==> src/rtl/dsp_addsub_pipe.sv <==
// dsp_addsub_pipe: pipelined WIDTH-bit integer add/subtract built from 16-bit
// adder slices. Stage k resolves slice k and hands its carry to stage k+1, so
// the pipeline depth equals WIDTH/16. Valid/ready handshake on both sides; the
// whole pipe stalls as a unit when the output is held.
// Optional feature: define DSP_ADDSUB_SATURATE_EN to add the in_sat port
// (signed saturation applied in the last stage). Without it results wrap.
module dsp_addsub_pipe #(
    parameter int WIDTH = 32
) (
    input  logic             clk,
    input  logic             rst,
    input  logic             in_valid,
    output logic             in_ready,
    input  logic [WIDTH-1:0] in_a,
    input  logic [WIDTH-1:0] in_b,
    input  logic             in_sub,
`ifdef DSP_ADDSUB_SATURATE_EN
    input  logic             in_sat,
`endif
    output logic             out_valid,
    input  logic             out_ready,
    output logic [WIDTH-1:0] out_result,
    output logic             out_carry,
    output logic             out_overflow,
    output logic             out_zero
);

    localparam int SLICES = WIDTH / 16;
    localparam int LAST   = SLICES - 1;

    if ((WIDTH < 16) || (WIDTH > 64) || ((WIDTH % 16) != 0)) begin : g_width_check
        $error("dsp_addsub_pipe: WIDTH must be a multiple of 16 in the range 16..64");
    end

    // Inputs seen by each stage (stage 0 from the ports, stage k from stage k-1)
    logic             v_in     [SLICES];
    logic [WIDTH-1:0] a_in     [SLICES];
    logic [WIDTH-1:0] b_in     [SLICES];
    logic [WIDTH-1:0] r_in     [SLICES];
    logic             c_in     [SLICES];
    logic             sa_in    [SLICES];
    logic             sb_in    [SLICES];
    logic             sat_in   [SLICES];

    // Combinational results of each stage
    logic [WIDTH-1:0] sum_next [SLICES];
    logic             c_next   [SLICES];

    // Stage registers; the last stage's registers are the output registers
    logic             valid_reg [SLICES];
    logic [WIDTH-1:0] a_reg     [SLICES];
    logic [WIDTH-1:0] b_reg     [SLICES];
    logic [WIDTH-1:0] res_reg   [SLICES];
    logic             carry_reg [SLICES];
    logic             sa_reg    [SLICES];
    logic             sb_reg    [SLICES];
    logic             sat_reg   [SLICES];
    logic             ovf_reg;
    logic             zero_reg;

    logic             advance;
    logic             in_sat_w;
    logic [WIDTH-1:0] raw_last;
    logic [WIDTH-1:0] sat_last;
    logic             ovf_last;

`ifdef DSP_ADDSUB_SATURATE_EN
    assign in_sat_w = in_sat;
`else
    assign in_sat_w = 1'b0;
`endif

    // Whole pipe moves together; no bubble collapse
    assign advance  = !valid_reg[LAST] | out_ready;
    assign in_ready = advance;

    for (genvar gi = 0; gi < SLICES; gi++) begin : g_stage
        logic [16:0] slice_sum;

        if (gi == 0) begin : g_src
            assign v_in[gi]   = in_valid & advance;
            assign a_in[gi]   = in_a;
            assign b_in[gi]   = in_sub ? ~in_b : in_b;
            assign r_in[gi]   = '0;
            assign c_in[gi]   = in_sub;
            assign sa_in[gi]  = in_a[WIDTH-1];
            assign sb_in[gi]  = in_sub ? ~in_b[WIDTH-1] : in_b[WIDTH-1];
            assign sat_in[gi] = in_sat_w;
        end else begin : g_src
            assign v_in[gi]   = valid_reg[gi-1];
            assign a_in[gi]   = a_reg[gi-1];
            assign b_in[gi]   = b_reg[gi-1];
            assign r_in[gi]   = res_reg[gi-1];
            assign c_in[gi]   = carry_reg[gi-1];
            assign sa_in[gi]  = sa_reg[gi-1];
            assign sb_in[gi]  = sb_reg[gi-1];
            assign sat_in[gi] = sat_reg[gi-1];
        end

        // One 16-bit adder slice; bit 16 is the carry into the next slice
        assign slice_sum    = {1'b0, a_in[gi][16*gi +: 16]} + {1'b0, b_in[gi][16*gi +: 16]}
                            + 17'(c_in[gi]);
        assign c_next[gi]   = slice_sum[16];
        // Upper result slices are still zero here, so OR inserts this slice
        assign sum_next[gi] = r_in[gi] | (WIDTH'(slice_sum[15:0]) << (16 * gi));
    end

    // Last stage: signed overflow from the operand sign bits, optional saturation
    assign raw_last = sum_next[LAST];
    assign ovf_last = (sa_in[LAST] == sb_in[LAST]) && (raw_last[WIDTH-1] != sa_in[LAST]);
    assign sat_last = (sat_in[LAST] && ovf_last)
                    ? {sa_in[LAST], {(WIDTH-1){~sa_in[LAST]}}}
                    : raw_last;

    // Pipeline registers: shift on advance, load data only for valid slots
    always_ff @(posedge clk or posedge rst) begin
        if (rst) begin
            for (int k = 0; k < SLICES; k++) begin
                valid_reg[k] <= 1'b0;
                a_reg[k]     <= '0;
                b_reg[k]     <= '0;
                res_reg[k]   <= '0;
                carry_reg[k] <= 1'b0;
                sa_reg[k]    <= 1'b0;
                sb_reg[k]    <= 1'b0;
                sat_reg[k]   <= 1'b0;
            end
            ovf_reg  <= 1'b0;
            zero_reg <= 1'b0;
        end else if (advance) begin
            for (int k = 0; k < SLICES; k++) begin
                valid_reg[k] <= v_in[k];
                if (v_in[k]) begin
                    a_reg[k]     <= a_in[k];
                    b_reg[k]     <= b_in[k];
                    res_reg[k]   <= (k == LAST) ? sat_last : sum_next[k];
                    carry_reg[k] <= c_next[k];
                    sa_reg[k]    <= sa_in[k];
                    sb_reg[k]    <= sb_in[k];
                    sat_reg[k]   <= sat_in[k];
                end
            end
            if (v_in[LAST]) begin
                ovf_reg  <= ovf_last;
                zero_reg <= (sat_last == '0);
            end
        end
    end

    assign out_valid    = valid_reg[LAST];
    assign out_result   = res_reg[LAST];
    assign out_carry    = carry_reg[LAST];
    assign out_overflow = ovf_reg;
    assign out_zero     = zero_reg;

endmodule

==> config.mk <==
export PLATFORM = sky130hd
export DESIGN_NAME = dsp_addsub_pipe
export DESIGN_NICKNAME = d
export VERILOG_FILES = /design/src/rtl/dsp_addsub_pipe.sv
export SDC_FILE = /design/constraint.sdc
export NUM_CORES = 1
export LEC_CHECK = 0
export CORE_ASPECT_RATIO = 1.5
export CORE_MARGIN = 5
export CORE_UTILIZATION = 45
export CTS_CLUSTER_DIAMETER = 60
export CTS_CLUSTER_SIZE = 12
export DETAILED_ROUTE_END_ITERATION = 8
export PLACE_DENSITY = 0.71
export SYNTH_ARGS = -nofsm -noshare
export SYNTH_HDL_FRONTEND = slang
export SYNTH_SLANG_ARGS = --single-unit
==> constraint.sdc <==
create_clock -name clk -period 3.3 [get_ports clk]
set_input_delay 0.66 -clock clk [delete_from_list [all_inputs] [get_ports clk]]
set_output_delay 0.66 -clock clk [all_outputs]
set_load 0.01 [all_outputs]
**Run 1: cell sizes after repair**

Bar = 20 um.
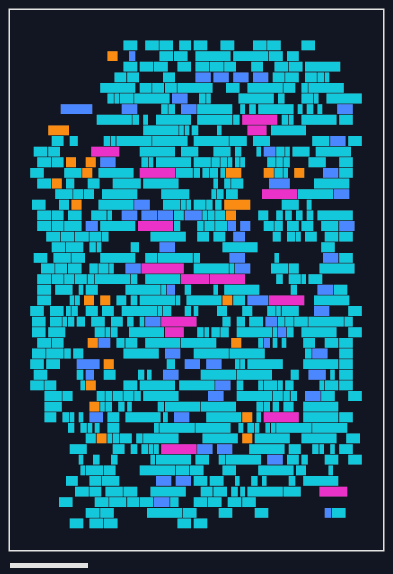
| size | color | cells |
|---|---|---|
| _6 and larger | magenta | 15 |
| _0 and _1 cells | cyan | 502 |
| _2 cells | blue | 60 |
| _3 and _4 cells | orange | 23 |

**Run 1: I/O nets highlighted**

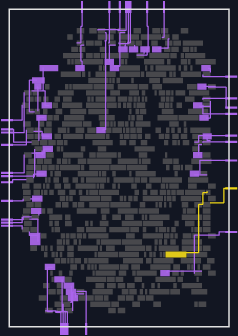
| port | color | bits | direction | edge | end cells | buffers | wire |
|---|---|---|---|---|---|---|---|
| in_a | purple | 32 | input | 11 left, 8 top, 8 right, 5 bottom | 34 | 33 | 796 um |
| out_valid | yellow | 1 | output | right | 1 | 1 | 49.6 um |
I/O Buffers: 105
total I/O pin count: 106

**Run 1: clock nets**

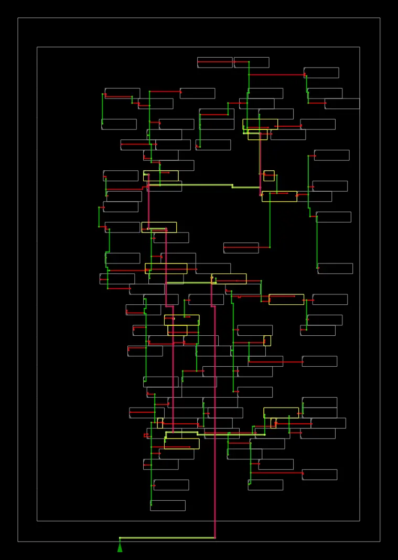
number of clock-tree buffers in the layout: 13
P_clk: 0.00102 W
Seq Cell Count: 86
clk_lat worst skew: 0.34 ns
clock sinks: 86

**Run 1: routed metal, one color a layer**

Bar = 20 um.
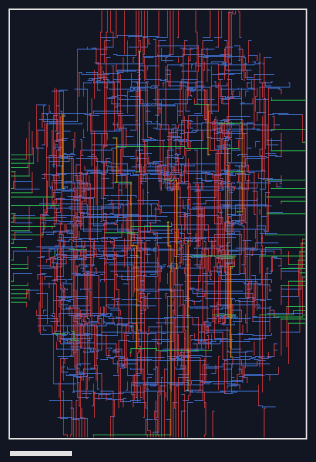
| layer | color | wire length |
|---|---|---|
| metal 2 | red | 7060 um |
| metal 3 | green | 554 um |
| metal 4 | orange | 407 um |
| metal 1 | blue | 4650 um |
via count: 3977
All-Layer GR Usage: 0.202
final wirelength: 12.7 mm
Routed wire per std cell: 17.0 um

==> impl_metrics.json, run 1 <==
{
  "status": "finished, final reports clean",
  "r2r_slack_ns": 0.17,
  "ys.flop_type": "dfrtp_1",
  "yosys_cells": 475,
  "route.detailed.drc": 0,
  "grt_max_degree": 56,
  "yosysUniqueCellTypes": 51,
  "critPathCapture": "c_in[0]$_DFFE_PP0P_",
  "cp_top_family": "AND-OR/OR-AND gates",
  "num_rows": 46,
  "fin_setup_tns_ns": 0,
  "fmax_mhz": 313,
  "power_w": 0.00469,
  "grt_pass1_vias": 4293,
  "slew_headroom": 0.579,
  "crit_chain": "clkdlybuf4s50_1, mux2_4, fa_2, a21o_1, a21oi_2, o21bai_1, a31o_2, a311o_1, and3_1, o41a_1",
  "grt_use_met3": 0.0413,
  "common_cells": "86 x dfrtp_1, 55 x nand2_1, 48 x o21ai_0",
  "startpoint_type": "input port",
  "fp.dieH_um": 138,
  "cts_buffers": 9,
  "grt.overflow.total": 0,
  "fp_util": 0.464
}
-- run 1: worst register-to-register path, delay by kind of cell (launching register included) --
kind                       cells  cell delay [ns]
DFF                            1             0.41
and+or+nand+nor                1             0.16
AOI/OAI and AO/OA              6             1.35
adders and majority gates      2             0.95
buffers and inverters          1             0.17
-- run 1: worst min path at each step --
stage,start,end,cells after the start
2_1_floorplan,b_in[18]$_DFFE_PP0P_,b_in[18]$_DFFE_PP0P_,2
3_3_place_gp,out_result[31]$_DFFE_PP0P_,out_result[31]$_DFFE_PP0P_,2
3_5_place_dp,out_overflow$_DFFE_PP0P_,out_overflow$_DFFE_PP0P_,2
4_1_cts,out_overflow$_DFFE_PP0P_,out_overflow$_DFFE_PP0P_,2
5_1_grt,out_result[31]$_DFFE_PP0P_,out_result[31]$_DFFE_PP0P_,2
6_report,out_overflow$_DFFE_PP0P_,out_overflow$_DFFE_PP0P_,2
-- run 1: report_power, final --
part           total [W]  internal (W)  switching (W)
clock network    0.00102      0.000627       0.000391
logic            0.00203       0.00107       0.000962
registers        0.00164       0.00140       0.000242
total            0.00469       0.00309        0.00159
-- run 1: metrics by stage --
stage               area, um2  hold slack, ns
floorplan                4940           0.454
CTS                      6600           0.491
detailed placement       6290           0.478
finish                   6610           0.483
global placement         6290           0.464
global route             6610           0.514
-- run 1: cell type report --
cell class	count	area [um2]	area share
multi-input combinational	362	2690	0.407
sequential	86	2150	0.326
timing repair buffer	127	1250	0.189
clock buffer	13	260	0.0394
tap	144	180	0.0273
clock inverter	3	42.5	0.00643
inverter	9	35.0	0.00530
-- run 1: sequential cells by signal, indices dropped and copies added, names as in the netlist --
register	flops
out_result	32
a_in	16
b_in	16
r_in	16
c_in	1
out_carry	1
out_overflow	1
out_valid	1
out_zero	1
v_in	1
-- run 1: cells in the final DEF, fill, tap and decap left out, types with 19 or more instances in the layout --
cell and count:
xnor2_1 32, ha_1 30, xor2_1 21, dfrtp_1 86
nand2_1 54, a21oi_1 19, clkdlybuf4s50_1 104, mux2_2 40
nor2_1 21, buf_4 19, o21ai_0 48
-- run 1: routing by layer --
layer	wire length, um	vias to the layer above
li1	-	1943
met1	4650	1908
met2	7060	100
met3	553	26
met4	407	0
met5	0	-
-- run 1: kinds of logic (layout without fill, tap and decap cells) --
logic type / after synthesis / count (layout)
muxes: 42 / 42
and+or+nand+nor: 119 / 119
adders and majority gates: 33 / 33
xor gates and xnor gates: 53 / 53
buffers and inverters: 27 / 152
AOI/OAI and AO/OA: 115 / 115
DFF: 86 / 86
-- run 1: timing repair --
action                                  CTS  global route
pin swaps                                 0             2
gates resized                             1             4
endpoints found under the setup margin    1             2
buffers inserted                          0             0
**Run 1: register map, names as in the netlist**

Bar = 20 um. Other sequential cells in the stronger gray, the rest of the logic in the fainter gray.
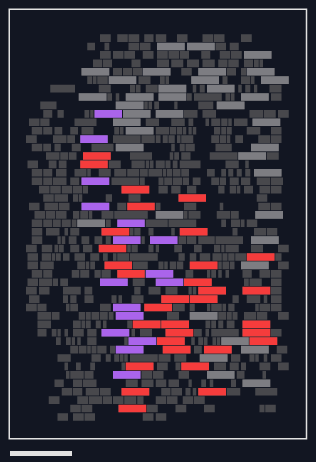

==> run 1 -> run 2 <==
Settings changed: MAX_ROUTING_LAYER set to met4.
**Run 2: register map, names as in the netlist**

Bar = 20 um. Other sequential cells in the stronger gray, the rest of the logic in the fainter gray.
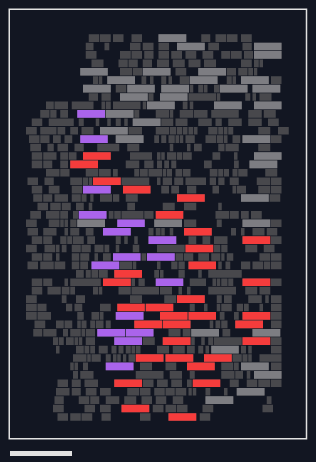
| name in the netlist | color | placed flops |
|---|---|---|
| r_in | purple | 16 |
| out_result | red | 32 |
Sequential Area: 2150 um2
Seq group: 0.00164 W
post-layout util: 0.621

**Run 2: routed metal, one color a layer**

Bar = 20 um.
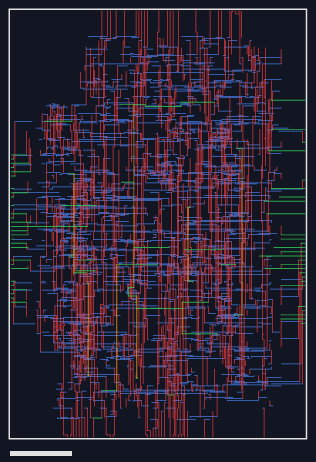
| layer | color | wire length |
|---|---|---|
| metal 2 | red | 7100 um |
| metal 3 | green | 467 um |
| metal 1 | blue | 4850 um |
| metal 4 | orange | 276 um |

==> run 2 against run 1 <==
Compared with the run above:
- hold slack worse by 0.0055 ns
- highest routed layer unchanged
- critical path depth stayed put
- count of clock-buffer cells in the layout is 1 lower
- fmax is 0.52% higher
- via count is 0.75% higher
- final cell count is 0.27% higher
- final area hardly changed
- first-iteration DRC count is 8.8% lower
- synthesized cell count stayed put
- power is 0.54% lower
==> impl_metrics.json, run 2 <==
{
  "startpoint_type": "input port",
  "maxCapViolations": 0,
  "nFillCells": 901,
  "yosysUniqueCellTypes": 51,
  "ys.flop_type": "dfrtp_1",
  "clkLatencyLatePin_ns": 0.34,
  "fp_util": 0.464,
  "grt_pass1_vias": 4099,
  "clkTransAtPathRegs_ns": 0.06,
  "tightest_slew_ns": 0.564,
  "cts_sinks": 86,
  "status": "finished, final reports clean",
  "wirelength_mm": 12.7,
  "fmax_mhz": 314,
  "io_pins": 106,
  "finalWorstSetupSlack_ns": 0.120,
  "avgViaCountPerCell": 5.37,
  "nets": 699,
  "area_growth_pct": 34.0,
  "lay_top_count": "clkdlybuf4s50_1",
  "vias": 4007,
  "fp.dieH_um": 138,
  "largest_reg_flops": 32,
  "top_logic_kind": "AND-OR/OR-AND gates",
  "grtUsageTotal": 0.204,
  "first_pass_iters": 4,
  "grt_max_degree": 62,
  "routedWlPerCell_um": 17.0,
  "route.detailed.drc": 0,
  "slew_headroom": 0.624,
  "grt.overflow.total": 0,
  "fin_crit_sh": 0.964,
  "grt_antenna_before_repair": 0,
  "crit_chain": "clkdlybuf4s50_1, mux2_4, fa_2, a21o_1, a21oi_2, o21bai_1, a31o_2, a311o_1, and3_1, o41a_1",
  "num_rows": 46,
  "yosys_cells": 475,
  "final_cell_mix": "104 x clkdlybuf4s50_1, 86 x dfrtp_1, 54 x nand2_1, 48 x o21ai_0, 40 x mux2_2",
  "slew_violations": 0,
  "logic_area_um2": 2700,
  "cts_buffers": 9,
  "port_buffers": 105,
  "async_reset_ff_frac": 1.00
}
run 2: cell counts after synthesis:
No cell type changed its count.
run 2: kinds of logic after synthesis:
group                    Yosys count
adder cells (fa/ha/maj)           33
XOR/XNOR                          53
flip-flops                        86
buffers and inverters             27
multiplexers                      42
AND-OR/OR-AND                    115
AND/OR/NAND/NOR                  119
run 2: timing repair:
item	in CTS	in global routing
pin swaps	0	2
gates resized	1	4
setup buffers	0	1
endpoints found under the setup margin	1	3
run 2: area by class of cell:
type | instances | share of cell area
Inverter | 9 | 0.00530
Multi-Input combinational cell | 362 | 0.408
Clock buffer | 12 | 0.0358
Timing Repair Buffer | 129 | 0.191
Sequential cell | 86 | 0.325
Clock inverter | 4 | 0.00719
Tap cell | 144 | 0.0272
run 2: final timing paths:
path	slack [ns]	from	to	cells after the start
min in group asynchronous	0.68	rst	out_overflow$_DFFE_PP0P_	2
worst max-delay path	0.12	in_b[0]	c_in[0]$_DFFE_PP0P_	10
worst min-delay path	0.48	out_result[25]$_DFFE_PP0P_	out_result[25]$_DFFE_PP0P_	2
worst max register to register	0.18	a_in[16]$_DFFE_PP0P_	out_zero$_DFFE_PP0P_	10
worst min register to register	0.48	out_result[25]$_DFFE_PP0P_	out_result[25]$_DFFE_PP0P_	2
max in group asynchronous	1.95	rst	out_result[22]$_DFFE_PP0P_	3
run 2: worst max-delay path, delay by kind of cell:
kind            cells  cell delay, ns
simple gates        1            0.19
compound gates      6            1.34
mux                 1            0.32
buf+inv             1            0.51
fa+ha+maj           1            0.35
run 2: routing by layer:
layer | share of wire | GRT usage | vias up | routed length, um
li1 | - | - | 1953 | -
met1 | 0.38 | 0.225 | 1940 | 4850
met2 | 0.56 | 0.370 | 93 | 7100
met3 | 0.037 | 0.0271 | 21 | 467
met4 | 0.022 | 0.0705 | 0 | 276
met5 | 0 | - | - | 0
run 2: power breakdown:
group          switching (W)  internal [W]  total [W]
logic               0.000968       0.00107    0.00204
clock network       0.000399      0.000585   0.000983
registers           0.000240       0.00140    0.00164
total                0.00161       0.00305    0.00466
run 2: per-stage QoR:
stage                     TNS (ns)   util  cell area, um2  power (W)  hold slack [ns]
after floorplan                  0      -            4940    0.00274            0.454
after global placement      -0.960  0.592            6300    0.00365            0.464
after detailed placement     -1.41  0.592            6300    0.00369            0.470
after CTS                        0  0.619            6590    0.00469            0.483
after global routing             0  0.621            6610    0.00494            0.516
final                            0  0.621            6610    0.00466            0.478
Power is estimated from default activity; no workload was simulated.
